--- src/rtl/prog_loader.sv ---
// Byte-stream program loader: assembles big-endian words from a framed host stream into instruction memory.
// Optional trailing XOR checksum byte enabled by defining PROG_LOADER_CHECKSUM_EN.
module prog_loader #(
  parameter int unsigned ADDR_W    = 10,
  parameter int unsigned DATA_W    = 16,
  parameter int unsigned MAX_WORDS = 1024
) (
  input  logic              clk,
  input  logic              rst,
  input  logic              start,
  input  logic [7:0]        rx_data,
  input  logic              rx_valid,
  output logic              rx_ready,
  output logic              mem_we,
  output logic [ADDR_W-1:0] mem_addr,
  output logic [DATA_W-1:0] mem_din,
  output logic              cpu_hold,
  output logic              done,
  output logic              error,
  output logic [ADDR_W:0]   words_loaded
);

  localparam int unsigned CNT_W = 16;
  localparam int unsigned WL_W  = ADDR_W + 1;

  typedef enum logic [3:0] {
    S_IDLE,
    S_LEN_HI,
    S_LEN_LO,
    S_WORD_HI,
    S_WORD_LO,
    S_WRITE,
    S_DONE,
`ifdef PROG_LOADER_CHECKSUM_EN
    S_CHK,
`endif
    S_ERROR
  } state_t;

  state_t              state_q, state_d;
  logic                rx_ready_q, mem_we_q, cpu_hold_q, done_q, error_q;
  logic [ADDR_W-1:0]   mem_addr_q;
  logic [DATA_W-1:0]   mem_din_q;
  logic [WL_W-1:0]     words_loaded_q;
  logic [CNT_W-1:0]    count_q;
  logic [CNT_W-1:0]    count_d;
  logic                xfer;
  logic                last_word;
`ifdef PROG_LOADER_CHECKSUM_EN
  logic [7:0]          csum_q;
`endif

  assign xfer      = rx_valid && rx_ready_q;
  assign count_d   = {count_q[15:8], rx_data};
  assign last_word = (CNT_W'(words_loaded_q) + CNT_W'(1)) == count_q;

  // States in which the loader consumes bytes from the host link
  function automatic logic ready_state(input state_t s);
    logic r;
    r = (s == S_LEN_HI) || (s == S_LEN_LO) || (s == S_WORD_HI) || (s == S_WORD_LO);
`ifdef PROG_LOADER_CHECKSUM_EN
    r = r || (s == S_CHK);
`endif
    return r;
  endfunction

  always_comb begin
    state_d = state_q;
    case (state_q)
      S_IDLE, S_DONE, S_ERROR: if (start) state_d = S_LEN_HI;
      S_LEN_HI:  if (xfer) state_d = S_LEN_LO;
      S_LEN_LO: begin
        if (xfer) begin
          if (count_d == '0 || 32'(count_d) > MAX_WORDS) state_d = S_ERROR;
          else                                          state_d = S_WORD_HI;
        end
      end
      S_WORD_HI: if (xfer) state_d = S_WORD_LO;
      S_WORD_LO: if (xfer) state_d = S_WRITE;
      S_WRITE: begin
`ifdef PROG_LOADER_CHECKSUM_EN
        state_d = last_word ? S_CHK : S_WORD_HI;
`else
        state_d = last_word ? S_DONE : S_WORD_HI;
`endif
      end
`ifdef PROG_LOADER_CHECKSUM_EN
      S_CHK: if (xfer) state_d = (rx_data == csum_q) ? S_DONE : S_ERROR;
`endif
      default: state_d = S_IDLE;
    endcase
  end

  // Outputs are decoded from the next state so they are registered yet aligned with the state
  always_ff @(posedge clk) begin
    if (rst) begin
      state_q        <= S_IDLE;
      rx_ready_q     <= 1'b0;
      mem_we_q       <= 1'b0;
      cpu_hold_q     <= 1'b0;
      done_q         <= 1'b0;
      error_q        <= 1'b0;
      mem_addr_q     <= '0;
      mem_din_q      <= '0;
      words_loaded_q <= '0;
      count_q        <= '0;
`ifdef PROG_LOADER_CHECKSUM_EN
      csum_q         <= '0;
`endif
    end else begin
      state_q    <= state_d;
      rx_ready_q <= ready_state(state_d);
      mem_we_q   <= (state_d == S_WRITE);
      done_q     <= (state_d == S_DONE);
      error_q    <= (state_d == S_ERROR);
      cpu_hold_q <= (state_d != S_IDLE) && (state_d != S_DONE);
      case (state_q)
        S_IDLE, S_DONE, S_ERROR: begin
          if (start) begin
            mem_addr_q     <= '0;
            words_loaded_q <= '0;
`ifdef PROG_LOADER_CHECKSUM_EN
            csum_q         <= '0;
`endif
          end
        end
        S_LEN_HI: if (xfer) count_q[15:8] <= rx_data;
        S_LEN_LO: if (xfer) count_q[7:0]  <= rx_data;
        S_WORD_HI: begin
          if (xfer) begin
            mem_din_q[15:8] <= rx_data;
`ifdef PROG_LOADER_CHECKSUM_EN
            csum_q          <= csum_q ^ rx_data;
`endif
          end
        end
        S_WORD_LO: begin
          if (xfer) begin
            mem_din_q[7:0] <= rx_data;
`ifdef PROG_LOADER_CHECKSUM_EN
            csum_q         <= csum_q ^ rx_data;
`endif
          end
        end
        S_WRITE: begin
          mem_addr_q     <= mem_addr_q + ADDR_W'(1);
          words_loaded_q <= words_loaded_q + WL_W'(1);
        end
        default: ;
      endcase
    end
  end

  assign rx_ready     = rx_ready_q;
  assign mem_we       = mem_we_q;
  assign mem_addr     = mem_addr_q;
  assign mem_din      = mem_din_q;
  assign cpu_hold     = cpu_hold_q;
  assign done         = done_q;
  assign error        = error_q;
  assign words_loaded = words_loaded_q;

endmodule

--- config.mk ---
export PLATFORM = sky130hd
export DESIGN_NAME = prog_loader
export DESIGN_NICKNAME = d
export VERILOG_FILES = /design/src/rtl/prog_loader.sv
export SDC_FILE = /design/constraint.sdc
export NUM_CORES = 1
export LEC_CHECK = 0
export CAP_MARGIN = 20
export CORE_MARGIN = 3
export CORE_UTILIZATION = 40
export DETAILED_ROUTE_END_ITERATION = 12
export MAX_ROUTING_LAYER = met4
export PLACE_DENSITY_LB_ADDON = 0.05
export SYNTH_ARGS = -nofsm -noshare
export SYNTH_HDL_FRONTEND = slang
export SYNTH_SLANG_ARGS = --single-unit
export TNS_END_PERCENT = 1
--- constraint.sdc ---
create_clock -name clk -period 4.9 [get_ports clk]
set_clock_uncertainty 0.15 [all_clocks]
set_input_delay 0.98 -clock clk [delete_from_list [all_inputs] [get_ports clk]]
set_output_delay 0.98 -clock clk [all_outputs]
set_load 0.005 [all_outputs]
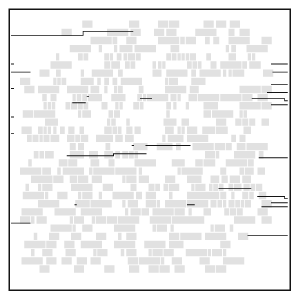
Fig. 1. Signal wires on met3 (run 1).
(3 px per um) Cells faint in the background.
share of all routed wire: 2.9%
main direction: horizontal
nets with wire on the layer: 22
wire length on this layer: 207 um
longest straight run: 23.9 um

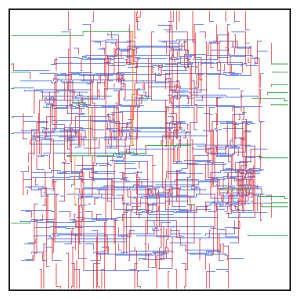
Fig. 2. Metal layers overlaid (run 1).
(3 px per um)
| layer | color | wire length |
|---|---|---|
| M4 | orange | 74.1 um |
| M2 | red | 3,350 um |
| M1 | blue | 3,540 um |
| M3 | green | 207 um |

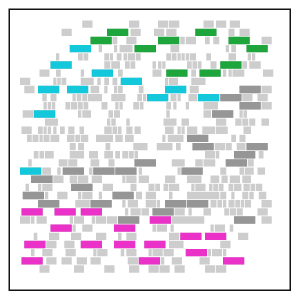
Fig. 3. Sequential cells grouped by signal name (run 1).
(3 px per um)
| netlist name | color | flops |
|---|---|---|
| words_loaded | cyan | 11 |
| mem_din | magenta | 16 |
| mem_addr | green | 10 |
not colored: 25

==> impl_metrics.py, run 1 <==
# Synthesis and PnR figures
metrics = {
    "synth": {
        "synth-adder-area-share_pct": 0.824,
        "yosys_cells": 355,
        "yosysUniqueCellTypes": 51,
        "main_synth_ff_type": "dfxtp_1",
        "yosysWarningCount": 0,
        "ys_top_logic_family": "simple AND/OR/NAND/NOR gates",
        "flip_flops_with_a_built_in_enable": 0,
        "synth.net_count": 369,
        "yosys.stat.chipArea_um2": 3040,
        "netlist_instances": 355,
        "postSynth.asyncResetShare_pct": 0,
        "avgSynthCellArea_um2": 8.55,
        "synth-seq-area-share_pct": 40.9,
        "synth_compound_gate_area_share_pct": 12.7,
        "yosys.area_share.simple_pct": 25.3,
        "ys_ff": 62,
        "syn-cell-area_um2": 3040,
        "ys_sh_mux_pct": 12.8,
        "yosys.area_share.xor_xnor_pct": 3.46,
    },
    "critical_path": {
        "timing.critical_path.to_type": "flop",
        "max_stage_delay_on_crit_path_ps": 550,
        "worst-endpoint-required_ps": 4990,
        "setup.worst_path.class": "primary input to flop",
        "crit_arrival_ps": 3360,
        "cell_chain_critical_path": "clkdlybuf4s50_1 -> nand2_1 -> nor3_1 -> nand3_1 -> o2bb2ai_1 -> mux2_1 -> nor4_2",
        "timing.reg2reg.setup_slack_ps": 2290,
        "worst_path_max_fanout": 9,
        "startpoint_kind_of_the_worst_setup_timing_path": "primary input",
        "critical_path.slowest_cell": "o2bb2ai_1",
    },
    "pwr": {
        "ir_worst_vdd_mv": 0.162,
        "pwr_density_cell_nw_per_um2": 275,
        "leakagePower_nw": 1.50,
    },
    "global_routing": {
        "grt_usage_pct": 18.2,
        "initial_antenna_violation_count": 0,
        "grt_max_degree": 60,
        "number_of_global_route_vias_before_repair": 2450,
        "grt.overflow.total": 0,
        "grt_first_pass_wirelength_um": 12300,
    },
    "finish": {
        "mostFrequentLayoutCell": "dfxtp_1",
        "top_layout_cells": "62 x dfxtp_1, 61 x nor2_1, 52 x clkdlybuf4s50_1",
        "register_area_um2": 1240,
        "final-comb-area_um2": 1680,
        "final_nets": 413,
        "final_layout_size_suffix_gt1_share_pct": 7.43,
        "final_cell_count_no_fill": 503,
        "final.fill_count": 739,
        "diodes": 0,
        "layout-area-overhead-vs-synth_pct": 25.8,
    },
    "routing": {
        "first_iter_violations": 91,
        "drcViolationCount": 0,
        "dr_total_vias": 2607,
        "routed_via_density": 5.18,
        "wire_per_inst_um": 14.2,
        "dr.pass1.iters": 4,
        "ant_nets": 0,
        "wirelength_um": 7170,
    },
    "sta": {
        "finalHoldViolCount": 0,
        "fin_crit_ps": 3270,
        "totalNegativeSetupSlack_ps": 0,
        "slew-limit-headroom_pct": 28.6,
        "grt_setup_unrepaired": "false",
        "fin_worst_hold_slack_ps": 344,
        "tcrit_tclk_final_pct": 66.7,
        "timing_worst_slew_pin_value_ps": 1070,
        "fmax_mhz": 306,
        "finalSetupViolCount": 0,
        "final-max-slew-violation-count": 0,
    },
    "cts": {
        "cts_made_buffers": 9,
        "postCtsResizedCells": 0,
        "cts_post_setup_buffers_inserted": 0,
        "cts.clk_slew.worst_paths_ps": 70,
        "h_tree_levels": 3,
        "tritoncts": "built",
        "numClockSinks": 62,
        "clock.latency.late_pin_ps": 340,
        "cts_root_buffer": "clkbuf_8",
        "postCtsHoldBufs": 0,
        "clock_path_buffers": 2,
    },
    "job": {
        "stage_log_warnings": 26,
        "maxCapViolations": 0,
    },
    "floorplanning": {
        "std_cell_rows": 31,
        "initial_core_util_pct": 41.6,
        "design.die.area_um2": 8670,
        "die_x_um": 93.1,
        "die_y_um": 93.1,
        "placeableCoreArea_um2": 7290,
        "boundaryPins": 54,
    },
    "place": {
        "dp_cells": 487,
        "finalWeightedCongestion": 0.810,
        "portBuffers": 53,
        "detailedPlacementHpwl_um": 5000,
    },
    "min_path": {
        "worstHoldPathType": "flop to flop",
    },
    "run_status": {
        "run_status": "completed",
    },
}
## run 1: state kept, by name, summed over array words and instances (netlist names), 4 cells and up
signal	cells
words_loaded	11
state_q	4
mem_addr	10
count_q	16
mem_din	16
## run 1: area by class of cell
type                       count  area share, %
clock inverter                 7           2.55
tap                           99           3.24
timing repair buffer          55           14.1
multi-input combinational    267           43.9
sequential                    62           32.5
clock buffer                   9           3.24
inverter                       4          0.393
## run 1: per-layer routing
layer	GRT usage (%)	share of wire, %	vias up
met3	3.62	2.9	6
li1	-	-	1357
met1	24.7	49	1212
met4	7.20	1.0	0
met2	26.6	47	32
met5	-	0	-
## run 1: power by group
part	internal (mW)	switching, mW	total, mW
Clock	0.288	0.214	0.501
Sequential	0.505	0.00266	0.508
Combinational	0.0159	0.0244	0.0403
Total	0.809	0.241	1.05
## run 1: critical path, delay by kind of cell
family	cells	cell delay, ps
simple gates	4	930
compound gates	1	550
buf+inv	1	510
mux	1	370
## run 1: synthesized netlist by cell type, types with 5 or more instances
master	count	area, um2
dfxtp_1	62	1240
nor2_1	61	229
mux2i_1	34	340
nand2_1	23	86.3
a21oi_1	20	100
nand3_1	17	85.1
clkbuf_1	16	60.1
o21ai_0	13	65.1
xnor2_1	8	70.1
nor4_1	7	43.8
nand4_1	6	37.5
nor3_1	6	30.0
or3_1	5	31.3
## run 1: worst paths after layout
kind                                      start           to  cells past startpoint
worst max-delay path                   rx_valid     cpu_hold                      7
worst min-delay path                count_q[14]  count_q[14]                      2
worst max register to register  words_loaded[0]         done                      7
worst min register to register      count_q[14]  count_q[14]                      2
## run 1: kinds of logic after synthesis
group	after synthesis
AND-OR/OR-AND	59
multiplexers	38
AND/OR/NAND/NOR	155
other	1
flip-flops	62
buffers and inverters	26
adder cells (fa/ha/maj)	2
XOR/XNOR	12
## run 1: per-stage QoR
stage          utilization, %  total power, mW  instance area [um2]  worst slack [ps]
3_5_place_dp             49.4            0.560                 3600              1270
2_1_floorplan               -            0.538                 3040              2210
5_1_grt                  52.4             1.10                 3820              1330
6_report                 52.4             1.05                 3820              1630
3_3_place_gp             49.4            0.561                 3600              1310
4_1_cts                  52.4             1.06                 3820              1620
Fig. 4: run 1, clock distribution
(4 px per um)
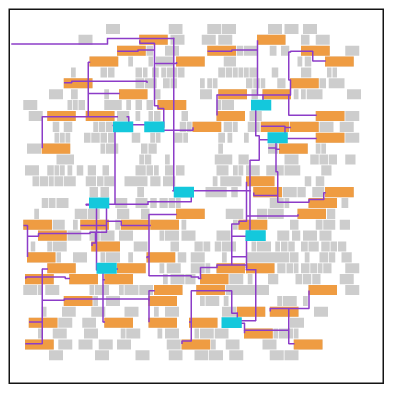

--- run 2 (diff from run 1) ---
==> constraint.sdc (replaced) <==
create_clock -name clk -period 3.25 [get_ports clk]
set_clock_uncertainty 0.15 [all_clocks]
set_input_delay 0.65 -clock clk [delete_from_list [all_inputs] [get_ports clk]]
set_output_delay 0.65 -clock clk [all_outputs]
set_load 0.005 [all_outputs]
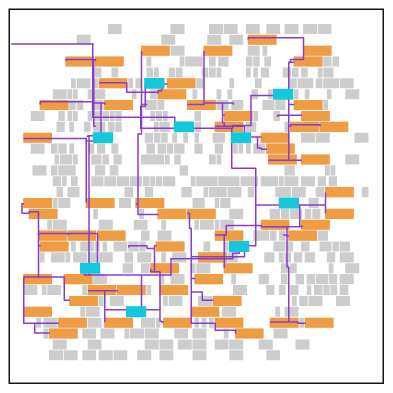
Fig. 5. Clock distribution (run 2).
(4 px per um)
[clock-net drivers] cyan | count: 9
[flip-flops] orange | count: 62
[clock wires] purple | length: 851 um
flops lie: all over the die

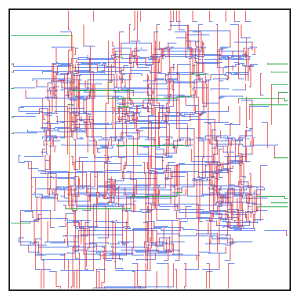
Fig. 6. Metal layers overlaid (run 2).
(3 px per um)
| layer | color | wire length |
|---|---|---|
| M3 | green | 234 um |
| M1 | blue | 3,660 um |
| M4 | orange | 66.0 um |
| M2 | red | 3,490 um |

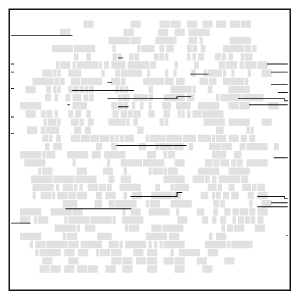
Fig. 7. Signal wires on met3 (run 2).
(3 px per um) Cells faint in the background.
main direction: horizontal
longest straight run: 23.0 um
share of all routed wire: 3.1%
nets with wire on the layer: 22

==> run 2 against run 1 <==
Compared with the run above: synthesized cell count unchanged; setup slack got worse by 980 ps; register-to-register slack got worse by 1600 ps; wire length increased by 3.9%; worst hold slack improved by 4.1 ps; total power increased by 36%; flip-flop count unchanged; largest cell class unchanged; largest power group unchanged; highest routed layer unchanged.
==> impl_metrics.py, run 2 <==
# Synthesis and PnR figures
metrics = {
    "routing": {
        "first_iter_violations": 125,
        "routed_via_density": 5.29,
        "ant_nets": 0,
        "wire_per_inst_um": 14.7,
        "wirelength_um": 7450,
        "drcViolationCount": 0,
        "dr_total_vias": 2688,
        "dr.pass1.iters": 4,
    },
    "finish": {
        "final_layout_size_suffix_gt1_share_pct": 8.56,
        "final-comb-area_um2": 1680,
        "mostFrequentLayoutCell": "dfxtp_1",
        "final_core_util_pct": 52.3,
        "final_nets": 418,
        "diodes": 0,
        "top_layout_cells": "62 x dfxtp_1, 61 x nor2_1, 52 x clkdlybuf4s50_1",
        "final.fill_count": 740,
        "layout-area-overhead-vs-synth_pct": 25.5,
        "register_area_um2": 1240,
    },
    "critical_path": {
        "crit_arrival_ps": 2690,
        "setup.worst_path.class": "flop to flop",
        "startpoint_kind_of_the_worst_setup_timing_path": "flop",
        "timing.reg2reg.setup_slack_ps": 650,
        "worst-endpoint-required_ps": 3340,
        "timing.critical_path.to_type": "flop",
        "reg2reg_depth": 7,
        "worst_path_max_fanout": 7,
        "r2r-start": "words_loaded[0]",
        "timing.rr.end": "done",
    },
    "cts": {
        "cts.clk_slew.worst_paths_ps": 70,
        "numClockSinks": 62,
        "clock.latency.late_pin_ps": 350,
        "cts_post_setup_buffers_inserted": 0,
        "postCtsResizedCells": 0,
        "cts_made_buffers": 9,
        "clock_path_buffers": 2,
        "tritoncts": "built",
        "h_tree_levels": 3,
        "cts_root_buffer": "clkbuf_8",
        "postCtsHoldBufs": 0,
    },
    "synth": {
        "yosys_cells": 355,
        "synthDominantCellAreaShare_pct": 40.9,
        "syn-cell-area_um2": 3040,
        "yosysWarningCount": 0,
        "yosys.stat.chipArea_um2": 3040,
        "yosysUniqueCellTypes": 51,
        "synth-seq-area-share_pct": 40.9,
        "synth.top_cells.by_area": "dfxtp_1 41%, mux2i_1 11%, nor2_1 7.5%, a21oi_1 3.3%, nand2_1 2.8%",
        "main_synth_ff_type": "dfxtp_1",
        "flip_flops_with_a_built_in_enable": 0,
        "synth.most_common_cell": "dfxtp_1",
        "netlist_instances": 355,
        "synth.net_count": 369,
        "avgSynthCellArea_um2": 8.55,
        "postSynth.asyncResetShare_pct": 0,
        "yosys-top-cells-count": "62 x dfxtp_1, 61 x nor2_1, 34 x mux2i_1",
        "post-synth-top-area-cell": "dfxtp_1",
        "ys_ff": 62,
    },
    "global_routing": {
        "initial_antenna_violation_count": 0,
        "number_of_global_route_vias_before_repair": 2488,
        "grt_first_pass_wirelength_um": 12400,
        "grt_usage_pct": 18.4,
        "grt_max_degree": 37,
        "grt.overflow.total": 0,
    },
    "sta": {
        "final-max-slew-violation-count": 0,
        "fmax_mhz": 385,
        "finalHoldViolCount": 0,
        "fin_crit_ps": 2600,
        "slew-limit-headroom_pct": 61.0,
        "grt_setup_unrepaired": "false",
        "timing_worst_slew_pin_value_ps": 585,
        "finalSetupViolCount": 0,
        "tcrit_tclk_final_pct": 79.9,
        "totalNegativeSetupSlack_ps": 0,
    },
    "floorplanning": {
        "std_cell_rows": 31,
        "die_y_um": 93.1,
        "placeableCoreArea_um2": 7290,
        "die_x_um": 93.1,
        "boundaryPins": 54,
        "design.die.area_um2": 8670,
        "initial_core_util_pct": 41.6,
    },
    "place": {
        "portBuffers": 53,
        "finalWeightedCongestion": 0.802,
        "detailedPlacementHpwl_um": 5290,
    },
    "job": {
        "stage_log_warnings": 26,
        "maxCapViolations": 0,
    },
    "pwr": {
        "ir_worst_vdd_mv": 0.248,
        "pwr_density_cell_nw_per_um2": 375,
        "power.total_mw": 1.43,
        "leakagePower_nw": 1.51,
    },
    "min_path": {
        "holdCritStartpoint": "mem_din[10]",
        "worstHoldEndpoint": "mem_din[10]",
        "worst_hold_path.num_cells": 2,
        "worstHoldPathType": "flop to flop",
    },
    "run_status": {
        "run_status": "completed",
    },
}
[run 2: cell types whose count changed in the layout (fill, tap and decap cells not counted)]
cell       before  now
clkinv_2        1    2
bufinv_16       2    0
clkinv_4        1    3
buf_4           2    7
inv_6           1    0
[run 2: critical path, stage by stage, from the launching register on]
cell and delay (ps):
dfxtp_1 480, ha_1 300, nand2_1 140, or3_1 470, mux2_4 340, a311oi_2 290, nor4_2 110, o211a_1 210
[run 2: metal layers]
metal / vias up / share of wire (%) / track usage [%]
met5: - / 0 / -
met2: 34 / 47 / 28.1
met3: 8 / 3.1 / 4.42
met1: 1283 / 49 / 24.4
met4: 0 / 0.87 / 5.49
li1: 1363 / - / -
[run 2: worst max-delay path by stage]
| stage | slack [ps] | end | start | cells past startpoint |
|---|---|---|---|---|
| final | 650 | done | words_loaded[0] | 7 |
| after global routing | 530 | done | words_loaded[0] | 7 |
| after CTS | 670 | done | words_loaded[0] | 7 |
| after detailed placement | 380 | rx_ready | rx_data[2] | 8 |
| after global placement | 470 | rx_ready | rx_data[4] | 8 |
| after floorplan | 890 | cpu_hold | rx_valid | 7 |
[run 2: cells by family after synthesis]
group / share of synthesized area, %
XOR/XNOR: 3.46
flip-flops: 40.9
other: 0.123
AND/OR/NAND/NOR: 25.3
AND-OR/OR-AND: 12.7
multiplexers: 12.8
adder cells (fa/ha/maj): 0.824
buffers and inverters: 3.83
[run 2: power breakdown]
part           internal [mW]  total (mW)  leakage [nW]  switching (mW)
clock                  0.277       0.601        0.0852           0.324
combinational         0.0256      0.0632         0.924          0.0376
sequential             0.761       0.765         0.500         0.00383
total                   1.06        1.43          1.51           0.365
[run 2: final cells by class]
cell class / instances / share of cell area (%)
Clock buffer: 9 / 3.25
Clock inverter: 7 / 1.35
Inverter: 4 / 0.394
Multi-Input combinational cell: 267 / 44.0
Sequential cell: 62 / 32.6
Tap cell: 99 / 3.25
Timing Repair Buffer: 60 / 15.2
[run 2: stage by stage]
| stage | setup slack, ps | hold slack [ps] | cells | area [um2] |
|---|---|---|---|---|
| floorplan | 893 | 304 | 355 | 3040 |
| global placement | 474 | 327 | 492 | 3640 |
| detailed placement | 376 | 334 | 492 | 3640 |
| CTS | 667 | 354 | 508 | 3810 |
| global route | 531 | 385 | 508 | 3810 |
| finish | 654 | 348 | 508 | 3810 |
Fig. 8: run 2, track usage over the die
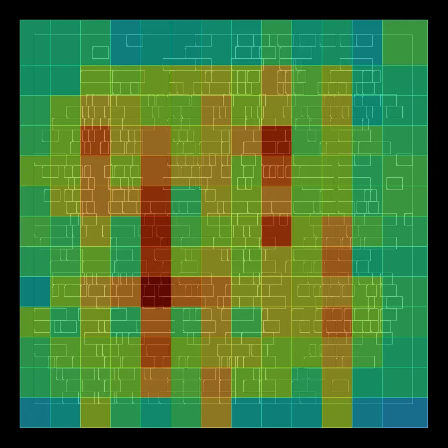

--- run 3 (diff from run 2) ---
==> constraint.sdc (replaced) <==
create_clock -name clk -period 2.7 [get_ports clk]
set_clock_uncertainty 0.15 [all_clocks]
set_input_delay 0.54 -clock clk [delete_from_list [all_inputs] [get_ports clk]]
set_output_delay 0.54 -clock clk [all_outputs]
set_load 0.005 [all_outputs]
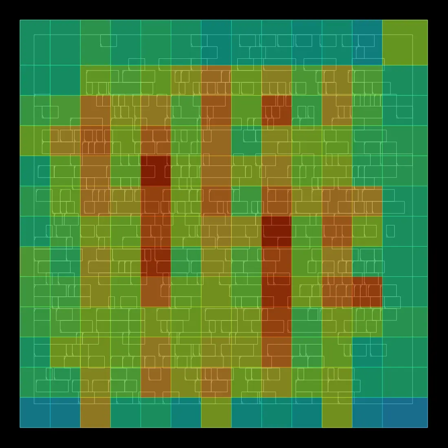
Fig. 9. Track usage over the die (run 3).
Final Util: 54.5%
Overall Global Routing Usage: 19.0%

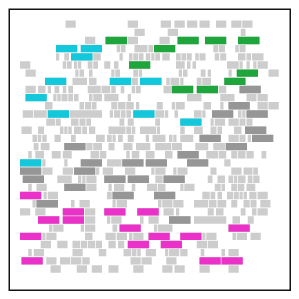
Fig. 10. Sequential cells grouped by signal name (run 3).
(3 px per um)
| netlist name | color | flops |
|---|---|---|
| mem_addr | green | 10 |
| mem_din | magenta | 16 |
| words_loaded | cyan | 11 |
not colored: 25

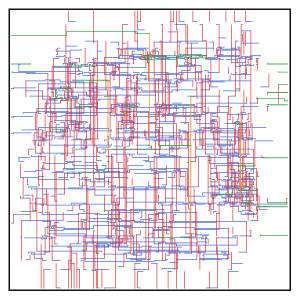
Fig. 11. Metal layers overlaid (run 3).
(3 px per um)
| layer | color | wire length |
|---|---|---|
| M2 | red | 3,530 um |
| M1 | blue | 3,690 um |
| M4 | orange | 131 um |
| M3 | green | 318 um |

==> run 3 against run 2 <==
Compared with the run above: flip-flop count stayed put; sequential power up about 20%; combinational power is 37% higher; via count grew 2.3%; largest cell class unchanged.
==> impl_metrics.py, run 3 <==
# Synthesis and PnR figures
metrics = {
    "finish": {
        "final_nets": 434,
        "layout-area-overhead-vs-synth_pct": 30.8,
        "mostFrequentLayoutCell": "dfxtp_1",
        "diodes": 0,
        "final_cell_count_no_fill": 524,
        "top_layout_cells": "62 x dfxtp_1, 61 x nor2_1, 52 x clkdlybuf4s50_1",
        "final.fill_count": 716,
        "final_layout_size_suffix_gt1_share_pct": 11.8,
    },
    "synth": {
        "ys_sh_mux_pct": 12.8,
        "postSynth.asyncResetShare_pct": 0,
        "post-synth-top-area-cell": "dfxtp_1",
        "yosys.area_share.xor_xnor_pct": 3.46,
        "yosys.area_share.simple_pct": 25.3,
        "synth.net_count": 369,
        "synth_compound_gate_area_share_pct": 12.7,
        "yosys_cells": 355,
        "main_synth_ff_type": "dfxtp_1",
        "yosys-top-cells-count": "62 x dfxtp_1, 61 x nor2_1, 34 x mux2i_1",
        "flip_flops_with_a_built_in_enable": 0,
        "synth.top_cells.by_area": "dfxtp_1 41%, mux2i_1 11%, nor2_1 7.5%, a21oi_1 3.3%, nand2_1 2.8%",
        "synth-seq-area-share_pct": 40.9,
        "ys_top_logic_family": "simple AND/OR/NAND/NOR gates",
        "netlist_instances": 355,
        "ys_ff": 62,
        "avgSynthCellArea_um2": 8.55,
        "synthDominantCellAreaShare_pct": 40.9,
        "synth-adder-area-share_pct": 0.824,
        "yosysUniqueCellTypes": 51,
        "yosys.stat.chipArea_um2": 3040,
        "synth.most_common_cell": "dfxtp_1",
        "yosysWarningCount": 0,
        "syn-cell-area_um2": 3040,
    },
    "sta": {
        "fin_crit_ps": 2450,
        "fin_worst_hold_slack_ps": 340,
        "final-max-slew-violation-count": 0,
        "finalSetupViolCount": 0,
        "slew-limit-headroom_pct": 62.5,
        "totalNegativeSetupSlack_ps": 0,
        "tcrit_tclk_final_pct": 90.7,
        "grt_setup_unrepaired": "false",
        "finalHoldViolCount": 0,
        "fmax_mhz": 408,
        "timing_worst_slew_pin_value_ps": 563,
    },
    "job": {
        "maxCapViolations": 0,
        "stage_log_warnings": 26,
    },
    "place": {
        "detailedPlacementHpwl_um": 5470,
        "dp_cells": 508,
        "portBuffers": 53,
        "finalWeightedCongestion": 0.827,
    },
    "routing": {
        "ant_nets": 0,
        "dr.pass1.iters": 4,
        "first_iter_violations": 177,
        "routed_via_density": 5.25,
        "wire_per_inst_um": 14.6,
        "drcViolationCount": 0,
        "dr_total_vias": 2750,
        "wirelength_um": 7660,
    },
    "global_routing": {
        "initial_antenna_violation_count": 0,
        "grt_max_degree": 28,
        "grt.overflow.total": 0,
        "grt_first_pass_wirelength_um": 12700,
        "number_of_global_route_vias_before_repair": 2563,
    },
    "cts": {
        "cts.clk_slew.worst_paths_ps": 70,
        "clock_path_buffers": 2,
        "cts_made_buffers": 9,
        "postCtsHoldBufs": 0,
        "cts_root_buffer": "clkbuf_8",
        "cts_post_setup_buffers_inserted": 0,
        "numClockSinks": 62,
        "tritoncts": "built",
        "h_tree_levels": 3,
        "clock.latency.late_pin_ps": 340,
        "postCtsResizedCells": 0,
    },
    "floorplanning": {
        "initial_core_util_pct": 41.6,
        "placeableCoreArea_um2": 7290,
        "die_y_um": 93.1,
        "die_x_um": 93.1,
        "design.die.area_um2": 8670,
        "boundaryPins": 54,
        "std_cell_rows": 31,
    },
    "min_path": {
        "worst_hold_path.num_cells": 2,
        "worstHoldPathType": "flop to flop",
    },
    "critical_path": {
        "timing.critical_path.to_type": "flop",
        "worst_path_max_fanout": 6,
        "startpoint_kind_of_the_worst_setup_timing_path": "flop",
        "reg2reg_depth": 7,
        "setup.worst_path.class": "flop to flop",
        "worst-endpoint-required_ps": 2790,
        "crit_arrival_ps": 2540,
    },
    "run_status": {
        "run_status": "completed",
    },
    "pwr": {
        "leakagePower_nw": 1.61,
        "pwr_density_cell_nw_per_um2": 480,
        "ir_worst_vdd_mv": 0.311,
    },
}
[run 3: netlist changes by cell type in the layout (fill, tap and decap cells not counted), sizes merged]
| cell | delta |
|---|---|
| buf | +16 |
| bufinv | +2 |
| clkinv | -2 |
| clkbuf | +1 |
| clkinvlp | -1 |
[run 3: kinds of logic after synthesis]
| logic type | Yosys count |
|---|---|
| other | 1 |
| muxes | 38 |
| DFF | 62 |
| adders and majority gates | 2 |
| xor gates and xnor gates | 12 |
| and+or+nand+nor | 155 |
| AOI/OAI and AO/OA | 59 |
| buffers and inverters | 26 |
[run 3: final timing paths]
check | startpoint | endpoint | slack (ps)
min reg2reg | mem_din[11] | mem_din[11] | 340
min | mem_din[11] | mem_din[11] | 340
max | words_loaded[0] | done | 250
max reg2reg | words_loaded[0] | done | 250
[run 3: layer usage]
metal	vias up	wire (um)	GRT usage, %
li1	1395	-	-
met1	1274	3690	24.9
met2	70	3530	29.1
met3	11	318	4.10
met4	0	131	7.08
met5	-	0	-
[run 3: worst max-delay path: stages (launching register included)]
cell and delay [ps]:
dfxtp_1 420, ha_1 200, nand2_1 110, or3_1 470, mux2_4 350, a311oi_2 310
nor4_2 120, o211a_1 220
[run 3: report_power, final]
group | switching, mW | internal, mW | total, mW
Sequential | 0.00481 | 0.917 | 0.921
Combinational | 0.0485 | 0.0383 | 0.0868
Clock | 0.379 | 0.518 | 0.897
Total | 0.433 | 1.47 | 1.91
[run 3: cell type report]
type / count / area [um2] / area share, %
well taps: 99 / 124 / 3.12
flip-flops and latches: 62 / 1240 / 31.3
inverters: 4 / 15.0 / 0.378
repair buffers: 76 / 698 / 17.6
clock inverters: 6 / 86.3 / 2.17
clock buffers: 10 / 128 / 3.21
multi-input cells: 267 / 1680 / 42.3
[run 3: metrics by stage]
step | worst slack [ps] | power (mW) | util, % | cell area, um2
global placement | 72.6 | 1.03 | 51.5 | 3760
CTS | 260 | 1.93 | 54.5 | 3970
finish | 250 | 1.91 | 54.5 | 3970
global route | 45.1 | 1.97 | 54.5 | 3970
detailed placement | 52.5 | 1.03 | 51.5 | 3760
floorplan | 357 | 0.977 | - | 3040
Power figures rest on the tool's default switching activity, not on a simulated workload.
